Power grid:
The bar under the picture is 20 µm long. Pins as bars on the die edge.
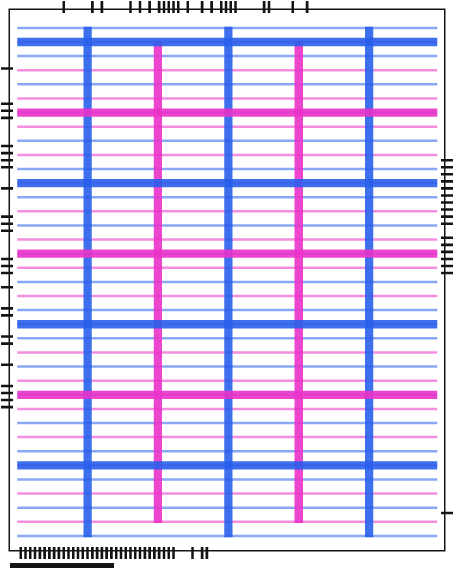
Cells coloured by class:
The bar under the picture is 20 µm long.
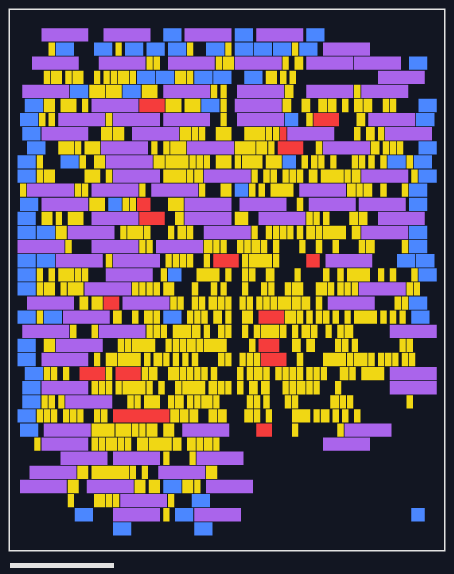
Clock network drawn from the DEF:
The bar under the picture is 20 µm long.
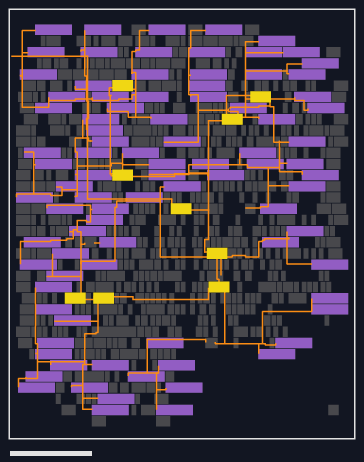
Signal wires by layer:
Two of the layers only.
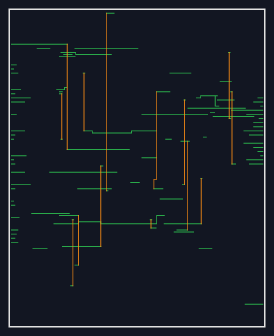
==> src/rtl/mul_unit.sv <==
// mul_unit: 16x16 sequential shift-add multiplier.
// One start pulse latches the operands, sixteen CALC steps build the product,
// and the DONE state loads prod_hi/prod_lo and raises a one-cycle done pulse.
// Optional feature macro: MUL_SIGNED_EN (control_signal[23] selects
// two's-complement operation; without the macro bit 23 is ignored).
module mul_unit (
   input  logic        clk,
   input  logic        rst,
   input  logic [31:0] control_signal,
   input  logic [15:0] acc_in,
   input  logic [15:0] br_in,
   output logic [15:0] prod_hi,
   output logic [15:0] prod_lo,
   output logic        busy,
   output logic        done
);

   typedef enum logic [1:0] {
      IDLE = 2'd0,
      CALC = 2'd1,
      DONE = 2'd2
   } state_t;

   state_t      state;
   logic [15:0] mcand;   // latched multiplicand
   logic [32:0] pp;      // {partial[32:16], multiplier[15:0]}, shifted right each step
   logic [4:0]  cnt;     // completed shift-add steps

   logic        start;
   logic        clear;
   logic [15:0] op_a;
   logic [15:0] op_b;
   logic [16:0] sum;
   logic [31:0] result;

   assign start = control_signal[22];
   assign clear = control_signal[21];

`ifdef MUL_SIGNED_EN
   logic sgn_sel;
   logic op_neg;
   logic neg;            // result must be negated in DONE
   logic unused;

   assign sgn_sel = control_signal[23];
   // Signed operands are reduced to magnitudes at latch time; 0x8000 maps to
   // 0x8000, which is the correct unsigned magnitude.
   assign op_a    = (sgn_sel && acc_in[15]) ? (~acc_in + 16'd1) : acc_in;
   assign op_b    = (sgn_sel && br_in[15])  ? (~br_in + 16'd1)  : br_in;
   assign op_neg  = sgn_sel && (acc_in[15] ^ br_in[15]);
   assign result  = neg ? (~pp[31:0] + 32'd1) : pp[31:0];
   assign unused  = ^{control_signal[31:24], control_signal[20:0]};
`else
   logic unused;

   assign op_a   = acc_in;
   assign op_b   = br_in;
   assign result = pp[31:0];
   assign unused = ^{control_signal[31:23], control_signal[20:0]};
`endif

   // Shift-add datapath: add the multiplicand into the upper partial when the multiplier LSB is set.
   always_comb begin
      // NOTE: every always_comb output gets a value on every path (here a single
      // unconditional assignment), so no latch can be inferred.
      sum = pp[32:16] + (pp[0] ? {1'b0, mcand} : 17'd0);
   end

   // Control FSM with registered outputs; operand latch, step counter and product registers.
   always_ff @(posedge clk or negedge rst) begin
      // NOTE: state is updated with non-blocking assignments only, so every
      // register samples pre-edge values regardless of statement order.
      if (!rst) begin
         // NOTE: every register, datapath included, is reset so an aborted
         // multiply leaves no residue behind.
         state   <= IDLE;
         mcand   <= 16'd0;
         pp      <= 33'd0;
         cnt     <= 5'd0;
         prod_hi <= 16'd0;
         prod_lo <= 16'd0;
         busy    <= 1'b0;
         done    <= 1'b0;
`ifdef MUL_SIGNED_EN
         neg     <= 1'b0;
`endif
      end else begin
         done <= 1'b0;
         case (state)
            IDLE: begin
               if (clear) begin
                  prod_hi <= 16'd0;
                  prod_lo <= 16'd0;
               end
               if (start) begin
                  mcand <= op_a;
                  pp    <= {17'd0, op_b};
                  cnt   <= 5'd0;
                  busy  <= 1'b1;
                  state <= CALC;
`ifdef MUL_SIGNED_EN
                  neg   <= op_neg;
`endif
               end
            end
            CALC: begin
               // Start and clear are both ignored while the core is running.
               pp  <= {1'b0, sum, pp[15:1]};
               cnt <= cnt + 5'd1;
               if (cnt == 5'd15) begin
                  state <= DONE;
               end
            end
            DONE: begin
               // A clear arriving with the result load wins.
               if (clear) begin
                  prod_hi <= 16'd0;
                  prod_lo <= 16'd0;
               end else begin
                  prod_hi <= result[31:16];
                  prod_lo <= result[15:0];
               end
               done  <= 1'b1;
               busy  <= 1'b0;
               state <= IDLE;
            end
            default: begin
               busy  <= 1'b0;
               state <= IDLE;
            end
         endcase
      end
   end

endmodule
==> config.mk <==
export PLATFORM = sky130hd
export DESIGN_NAME = mul_unit
export DESIGN_NICKNAME = d
export VERILOG_FILES = /design/src/rtl/mul_unit.sv
export SDC_FILE = /design/constraint.sdc
export NUM_CORES = 1
export LEC_CHECK = 0
export ABC_AREA = 1
export CORE_ASPECT_RATIO = 1.25
export CORE_MARGIN = 1
export CORE_UTILIZATION = 55
export CTS_CLUSTER_DIAMETER = 80
export CTS_CLUSTER_SIZE = 14
export DETAILED_ROUTE_END_ITERATION = 8
export PLACE_DENSITY = 0.9
export SLEW_MARGIN = 0
export SYNTH_ARGS = -nofsm -noshare
export SYNTH_HDL_FRONTEND = slang
export SYNTH_SLANG_ARGS = --single-unit
==> constraint.sdc <==
create_clock -name clk -period 3.5 [get_ports clk]
set_input_delay 0.7 -clock clk [delete_from_list [all_inputs] [get_ports clk]]
set_output_delay 0.7 -clock clk [all_outputs]
set_load 0.01 [all_outputs]
==> out/results.tsv <==
stage	metric	value	unit
synth	Post-synth top cells	181 x nand2_1, 114 x inv_1, 89 x dfrtp_1	
synth	Compound Share, Synth	10.6	%
synth	Mapped Avg Cell Area	8.00	µm²
synth	Top-area cell share	48.6	%
setup_path	critical path fanouts, max	11	
routing	DRT iter0 DRCs	205	
final_timing	final tally of max-slew violations	0	
global_route	gr ovfl total	0	
setup_path	cells along the critical path	nand2_1, inv_1, ha_1, inv_1, fa_1, inv_1, nand3_1, nand3_1, nand3_1, nand3_1, nand2_1, nand3_1, nand2_1	
setup_path	CP Launch Point	pp[0]	
placed_design	dpl cell area	5320	µm²
finish	fin util	69.6	%
routing	total routed wirelength	10900	µm
run_status	status	completed	
finish	Flops	89	
synth	Adder Area Share	5.35	%
clock_network	Max clock buf depth	2	
finish	count of clock buffers in the final design	10	
synth	syn nets	658	
synth	synthesized area	4590	µm²
finish	most frequent cells in the layout	181 x nand2_1, 114 x inv_1, 89 x dfrtp_1	
synth	yosys xor share	0.573	%
clock_network	Post CTS Setup Buffer Count	0	
flow_run	OpenROAD warning count	56	
synth	mux frac, synth	0	%
clock_network	post-CTS resize count	0	
routing	via density per instance	5.40	
die	Die Size	8710	µm²
global_route	GRT Util Overall	26.5	%
finish	buffering overhead	13.1	%
finish	Final Cell Area	5520	µm²
power_and_ir_drop	Peak VDD IR	0.000498	V
die	Init Core Util	57.8	%
finish	Logic area	1800	µm²
placed_design	Place WS	1.05	ns
clock_network	hold_buf cts	0	
global_route	busiest grt layer	met2	
setup_path	worst setup path endpoint	pp[27]	
finish	bufs w/o clock	74	
finish	Ant. Diodes	0	
synth	top-count cell post-synth	nand2_1	
synth	gate count of the mapped netlist	573	
synth	Top logic family	simple AND/OR/NAND/NOR gates	
final_timing	slack of the critical path	1.07	ns
routing	via count	3988	
synth	number of cells in Yosys stat	573	
die	Core Area	7930	µm²
clock_network	CTS tree	done	
finish	Comb/total area	32.6	%
global_route	first-pass GRT wire length	18500	µm
synth	Post-synth EDFFs	0	
global_route	met3 Track Usage GR	4.68	%
clock_network	CTS buffer count	9	
finish	layout cells sized above 1	6.37	%
final_timing	Setup Skew	0.0103	ns
final_timing	Final Cycle Share	69.3	%
setup_path	Critical Path Most Common Cell	nand3_1	
final_timing	RSZ-0062 raised after global routing	false	
flow_run	maxcap violations	0	
synth	yosys warns	0	
finish	Layout clock area frac	3.65	%
routing	DR WL met3	498	µm
clock_network	H-tree level count	3	
routing	DRT met1 WL	4390	µm
routing	DR WL met2	5620	µm
final_timing	# setup viols final	0	
finish	number of non-clock inverters	119	
synth	Synth area leaders	dfrtp_1 49%, nand2_1 15%, inv_1 9.3%, ha_1 4.9%, o22ai_1 4.0%	
final_timing	Final Hold Viols	0	
setup_path	Required @ worst endpoint	3.76	ns
routing	post-DR wirelength/cell	14.7	µm
synth	Netlist cell types	35	
clock_network	clock-pin slew on the worst setup and hold paths	0.10	ns
setup_path	r2r startpoint	pp[0]	
clock_network	root buf cell	clkbuf_8	
worst_hold_path	Hold WC Path Type	in2async	
placed_design	PortBufs	69	
finish	post-route non-filler standard cell count	739	
final_timing	upper clock frequency limit	0.412	GHz
setup_path	Worst path slowest cell	dfrtp_1	
synth	ys async rst share	100	%
setup_path	r2r worst-path depth	13	
setup_path	Crit. End Element	flip-flop	
Back to the opening pictures, 'power grid':
net	colour
VDD	magenta
VSS	blue
met1 rails	37
signal pins	100

Back to the opening pictures, 'cells coloured by class':
class	colour	cells
flip-flops	purple	89
other buffers and delay cells	blue	74
all other logic	yellow	465
clock drivers and dummy loads	red	16

Back to the opening pictures, 'clock network drawn from the DEF':
[cells driving clock nets] yellow | count: 9
[flip-flops] purple | count: 89
[clock wires] orange | length: 1070 µm
routed clock nets	10

Back to the opening pictures, 'signal wires by layer':
layer	colour	wire length
met3	green	499 µm
met4	orange	345 µm

## report_power, final
group	internal, W	switching, W	total, W	leakage [nW]
Combinational	0.000574	0.000940	0.00151	1.62
Clock	0.000341	0.000399	0.000740	0.0954
Sequential	0.00134	0.000213	0.00155	1.16
## critical path, delay by kind of cell, from the launching register on
| family | cells | cell delay [ns] |
|---|---|---|
| adder cells (fa/ha/maj) | 2 | 0.60 |
| flip-flops | 1 | 0.66 |
| buffers and inverters | 3 | 0.25 |
| AND/OR/NAND/NOR | 8 | 0.81 |
## flip-flops by register name, indices dropped and copies added, names as in the netlist
register / cells
done: 1
prod_hi: 16
mcand: 16
pp: 32
busy: 1
prod_lo: 16
cnt: 5
state: 2
Power and IR drop assume default switching activity.
